**src/rtl/pool_frame_scheduler.sv**
```systemverilog
// Frame scheduler sharing one mean-pooling engine between NCH channel buffers.
// Define POOL_SCHED_PRIO_EN for fixed lowest-index priority instead of round-robin.
module pool_frame_scheduler #(
  parameter int NCH  = 4,
  parameter int WD   = 1,
  parameter int COLS = 28,
  parameter int ROWS = 28,
  parameter int HGAP = 4,
  parameter int TAIL = 4
) (
  input  logic              i_sclk,
  input  logic              i_rstn,
  input  logic [NCH-1:0]    i_req,
  input  logic [NCH*WD-1:0] i_tdata,
  output logic [NCH-1:0]    o_rd,
  output logic [NCH-1:0]    o_gnt,
  output logic              o_vsync,
  output logic              o_hsync,
  output logic              o_valid,
  output logic [WD-1:0]     o_tdata,
  output logic              o_busy,
  output logic              o_done,
  output logic [2:0]        o_done_ch
);

  localparam int PW   = (NCH > 1) ? $clog2(NCH) : 1;
  localparam int CW   = $clog2(COLS + 1);
  localparam int GMAX = (HGAP > TAIL) ? HGAP : TAIL;
  localparam int GW   = $clog2(GMAX + 1);

  typedef enum logic [2:0] {S_IDLE, S_VS, S_HS, S_ROW, S_GAP, S_TAIL, S_DONE} state_t;

  state_t         state_q, state_d;
  logic [CW-1:0]  col_q, col_d;
  logic [7:0]     row_q, row_d;
  logic [GW-1:0]  cnt_q, cnt_d;
  logic [PW-1:0]  ptr_q, ptr_d;
  logic [2:0]     gidx_q, gidx_d;
  logic [NCH-1:0] gnt_q, gnt_d, rd_q, rd_d;
  logic           vsync_q, vsync_d, hsync_q, hsync_d, valid_q, valid_d;
  logic           busy_q, busy_d, done_q, done_d;
  logic [WD-1:0]  tdata_q, tdata_d, sel;
  logic [2:0]     done_ch_q, done_ch_d;
  logic           win_found;
  logic [2:0]     win_idx;

  // Arbiter: first requester found scanning upward from the search start.
  always_comb begin
    int k;
    win_found = 1'b0;
    win_idx   = '0;
    k         = 0;
    for (int i = 0; i < NCH; i++) begin
`ifdef POOL_SCHED_PRIO_EN
      k = i;
`else
      k = int'(ptr_q) + i;
      if (k >= NCH) k = k - NCH;
`endif
      if (!win_found && i_req[k[PW-1:0]]) begin
        win_found = 1'b1;
        win_idx   = 3'(k);
      end
    end
  end

  // Granted channel's slice, via the one-hot grant (bit-transposed OR).
  logic [WD-1:0][NCH-1:0] tr;
  for (genvar b = 0; b < WD; b++) begin : g_bit
    for (genvar g = 0; g < NCH; g++) begin : g_ch
      assign tr[b][g] = i_tdata[g*WD+b] & gnt_q[g];
    end
    assign sel[b] = |tr[b];
  end

  always_ff @(posedge i_sclk or negedge i_rstn) begin
    if (!i_rstn) begin
      state_q   <= S_IDLE;
      col_q     <= '0;
      row_q     <= '0;
      cnt_q     <= '0;
      ptr_q     <= '0;
      gidx_q    <= '0;
      gnt_q     <= '0;
      rd_q      <= '0;
      vsync_q   <= 1'b0;
      hsync_q   <= 1'b0;
      valid_q   <= 1'b0;
      tdata_q   <= '0;
      busy_q    <= 1'b0;
      done_q    <= 1'b0;
      done_ch_q <= '0;
    end else begin
      state_q   <= state_d;
      col_q     <= col_d;
      row_q     <= row_d;
      cnt_q     <= cnt_d;
      ptr_q     <= ptr_d;
      gidx_q    <= gidx_d;
      gnt_q     <= gnt_d;
      rd_q      <= rd_d;
      vsync_q   <= vsync_d;
      hsync_q   <= hsync_d;
      valid_q   <= valid_d;
      tdata_q   <= tdata_d;
      busy_q    <= busy_d;
      done_q    <= done_d;
      done_ch_q <= done_ch_d;
    end
  end

  always_comb begin
    state_d = state_q;
    col_d   = col_q;
    row_d   = row_q;
    cnt_d   = cnt_q;
    ptr_d   = ptr_q;
    gidx_d  = gidx_q;
    gnt_d   = gnt_q;
    case (state_q)
      S_IDLE: if (win_found) begin
        state_d = S_VS;
        gidx_d  = win_idx;
        gnt_d   = NCH'(1) << win_idx;
`ifdef POOL_SCHED_PRIO_EN
        ptr_d   = '0;
`else
        ptr_d   = (int'(win_idx) == NCH - 1) ? '0 : PW'(win_idx + 3'd1);
`endif
      end
      S_VS: begin
        row_d   = '0;
        col_d   = '0;
        state_d = S_HS;
      end
      S_HS: begin
        col_d   = '0;
        state_d = S_ROW;
      end
      S_ROW: if (col_q == CW'(COLS - 1)) begin
        col_d   = '0;
        row_d   = row_q + 8'd1;
        cnt_d   = '0;
        state_d = S_GAP;
      end else begin
        col_d   = col_q + CW'(1);
      end
      S_GAP: if (cnt_q == GW'(HGAP - 1)) begin
        cnt_d   = '0;
        if (row_q < 8'(ROWS)) state_d = S_HS;
        else                  state_d = (TAIL == 0) ? S_DONE : S_TAIL;
      end else begin
        cnt_d   = cnt_q + GW'(1);
      end
      S_TAIL: if (cnt_q == GW'(TAIL - 1)) begin
        cnt_d   = '0;
        state_d = S_DONE;
      end else begin
        cnt_d   = cnt_q + GW'(1);
      end
      S_DONE: begin
        gnt_d   = '0;
        state_d = S_IDLE;
      end
      default: state_d = S_IDLE;
    endcase
  end

  // Outputs decode the next state so each pulse lines up with its state cycle.
  always_comb begin
    vsync_d   = (state_d == S_VS);
    hsync_d   = (state_d == S_HS);
    rd_d      = (state_d == S_ROW) ? gnt_d : '0;
    busy_d    = (state_d != S_IDLE);
    done_d    = (state_d == S_DONE);
    done_ch_d = done_d ? gidx_d : '0;
    valid_d   = |rd_q;
    tdata_d   = (|rd_q) ? sel : '0;
  end

  assign o_rd      = rd_q;
  assign o_gnt     = gnt_q;
  assign o_vsync   = vsync_q;
  assign o_hsync   = hsync_q;
  assign o_valid   = valid_q;
  assign o_tdata   = tdata_q;
  assign o_busy    = busy_q;
  assign o_done    = done_q;
  assign o_done_ch = done_ch_q;

endmodule

```
**config.mk**
```make
export PLATFORM = sky130hd
export DESIGN_NAME = pool_frame_scheduler
export DESIGN_NICKNAME = d
export VERILOG_FILES = /design/src/rtl/pool_frame_scheduler.sv
export SDC_FILE = /design/constraint.sdc
export NUM_CORES = 1
export LEC_CHECK = 0
export ABC_AREA = 1
export CAP_MARGIN = 15
export CORE_MARGIN = 8
export CORE_UTILIZATION = 45
export DETAILED_ROUTE_END_ITERATION = 12
export GPL_ROUTABILITY_DRIVEN = 0
export GPL_TIMING_DRIVEN = 1
export PLACE_DENSITY = 0.66
export SYNTH_ARGS = -nofsm -noshare
export SYNTH_HDL_FRONTEND = slang
export SYNTH_SLANG_ARGS = --single-unit
```
**constraint.sdc**
```tcl
create_clock -name i_sclk -period 5.76 [get_ports i_sclk]
set_input_delay 1.152 -clock i_sclk [delete_from_list [all_inputs] [get_ports i_sclk]]
set_output_delay 1.152 -clock i_sclk [all_outputs]
set_load 0.05 [all_outputs]
```
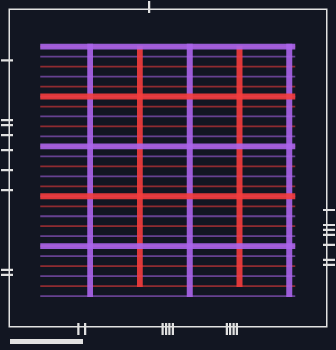
**Above:** PDN straps and rails.
Scale bar: 20 microns. Pins as bars on the die edge.
legend:
  purple:
    net: VSS
  red:
    net: VDD
rows: 25
met5 straps: 5
signal pins: 27

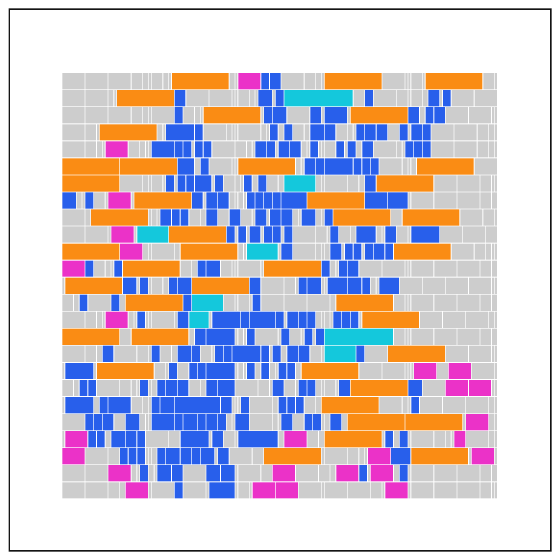
**Above:** placed cells, one colour a class.
Fill, decap, tap and diode cells in grey.
legend:
  cyan:
    class: clock drivers and dummy loads
    cells: 8
    share_of_their_area: 5.3%
  magenta:
    class: remaining buffers and delay cells
    cells: 26
    share_of_their_area: 9.8%
  blue:
    class: remaining logic cells
    cells: 229
    share_of_their_area: 46%
  orange:
    class: registers
    cells: 41
    share_of_their_area: 39%

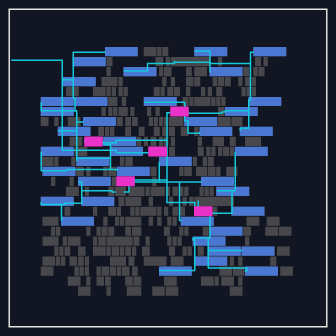
**Above:** clock distribution.
legend:
  cyan:
    item: clock wires
    length: 527 microns
  blue:
    item: flip-flops
    count: 41
  magenta:
    item: clock-net drivers
    count: 5
routed clock nets: 6

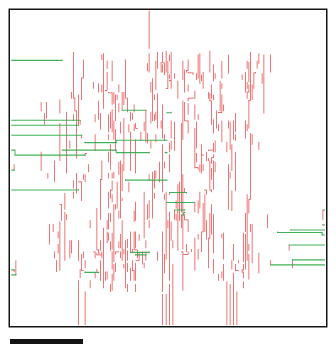
**Above:** wiring by layer.
Scale bar: 20 microns. Two of the layers only.
legend:
  green:
    layer: M3
    wire_length: 263 microns
  red:
    layer: M2
    wire_length: 1790 microns

## power groups by stage
stage	clock [mW]	combinational (mW)	sequential, mW
floorplan	0	0.0158	0.294
global placement	0	0.0312	0.293
detailed placement	0	0.0315	0.293
CTS	0.286	0.0317	0.288
global route	0.295	0.0355	0.288
finish	0.279	0.0309	0.288
## Yosys cell counts (3+ instances only)
cell      n
o21ai_0  13
nand2_1  63
nor2_1   17
a21oi_1  12
xor2_1    3
o21ai_1   3
dfrtp_1  41
inv_1    42
nand3_1  18
nand2_2  10
inv_2     3
nor3_1    7
ha_1     10
## critical path, stage by stage
cell and delay, ps:
clkdlybuf4s50_1 490, inv_1 50, nand2_1 90, nand3_2 90, nand2_2 150, a21oi_1 70, or2_2 270, nand2_1 150
inv_1 80, ha_1 180, nand2_1 90, nand2_1 60, nand2_1 80, a21oi_1 80
==> Changelog: implementation <==
### Implementation results

* Net Sw Frac at 0.207
* Setup-violating endpoint count in the final report at 0
* Worst VDD drop at about 0.19 mV
* GRT met2 Usage at 0.194
* Layout multi-input combinational cell count at about 180
* Adder Area Share at 0.0565
* Total global routing track utilization at 0.130
* Sw Pwr at approximately 0.12 mW
* Final net count at between 300 and 400
* Filler-free cell count of the finished design at 371
* Topmost layer with routed signal wires: met4
* Most common cell after layout, fill and taps aside: nand2_1
* Crit end category: flip-flop
* Worst-case setup slack after placement at around 2600 ps
* Worst Hold Path Cells at 1
* R2r setup slk at 3210 ps
* Post-synthesis share of cell area spent on and, or, nand and nor gates at 0.289
* Yosys reg bits at about 41
* Met3 wire length at between 200 and 300 microns
* Tally of filler cells in the layout at between 400 and 500
* Cycle use final at 0.504
* Launch instance of the worst register-to-register path: ptr_q[0]
* Multiplexer area fraction after synthesis at 0
* Global-route wire length before repair at between 7 and 8 mm
* Largest cells by area after synthesis: dfrtp_1 (46%), nand2_1 (11%), inv_1 (7.1%)
* Total clock buffers created by CTS at 5
* Logic gate fraction of the total cell area at 0.375
* RR Endpoint: o_rd[3]
* Total number of vias at ~1800
* Worst hold path class: reg -> reg
* Clk latency late pin at slightly below 300 ps
* Global routing usage on met3 at 0.0468
* Instance tally after logic synthesis at 270
* Setup repair after global routing missed its margin: false
* Outcome: finished, final reports clean
* Final-layout setup total negative slack at 0 ps
* Clk cell area share at 0.0511
* Average size of a mapped cell at just over 8 sq um
* Met1 layer wirelength in the final routing at around 2.2 mm
* Post-synthesis cell area at about 2200 sq um
* Headroom to the max-slew limit at 0.407
* Yosys Chip Area at 2210 sq um
* Dominant cell type by area after synthesis: dfrtp_1
* Power per standard cell area at 222 nW/um^2
* Number of hold violations in the final report at 0
* Sequential cell fraction of total power at 0.481
* Detailed-router iteration count before antenna repair at 4
* Placement row count at 25
* Count of sequential standard cells at 41
* Clock tree skew after final layout at ~7.4 ps
* Inverter tally of the final layout excluding the clock network at 47
* Num tapcells at about 67
* Launch instance of the worst min-delay path: row_q[7]
* Synth-to-Final Area Change at 21.5%
* Proportion of power drawn by the clock network at 0.467
* Post-route setup slack at about 2900 ps
* Startpoint kind of the worst setup timing path: input pin
* Cell count of the worst reg-to-reg path at 14
* Pre-Place Util at 0.469
* Fraction of area in registers at 0.381
* Post-layout min period at between 2000 and 3000 ps
* Number of pins with negative max-slew slack in the final report at 0
* Antenna-violating nets left at 0
* Average routed wire per standard cell at ~12 microns
* Post-synthesis share of cell area spent on and-or and or-and gates at 0.0983
* Required time reported for the critical path endpoint at about 5900 ps
* Max FFs per register at 8
* Resize count post-CTS at 0
* Highest-utilization routing layer at the global route stage: met2
* Static leakage at 1.35 nW
* Overall routed net length at around 4.3 mm
* Timing endpoint of the critical path: o_rd[3]
* Post-route DRC violation count at 0
* Overall Power at approximately 0.60 mW
* Fin util at 0.570
* Number of flops mapped to enable cells by yosys at 0
* Number of antenna diodes at 0
* Share of synthesized area occupied by flip-flops and latches at 0.463
Power figures rest on the tool's default switching activity, not on a simulated workload.
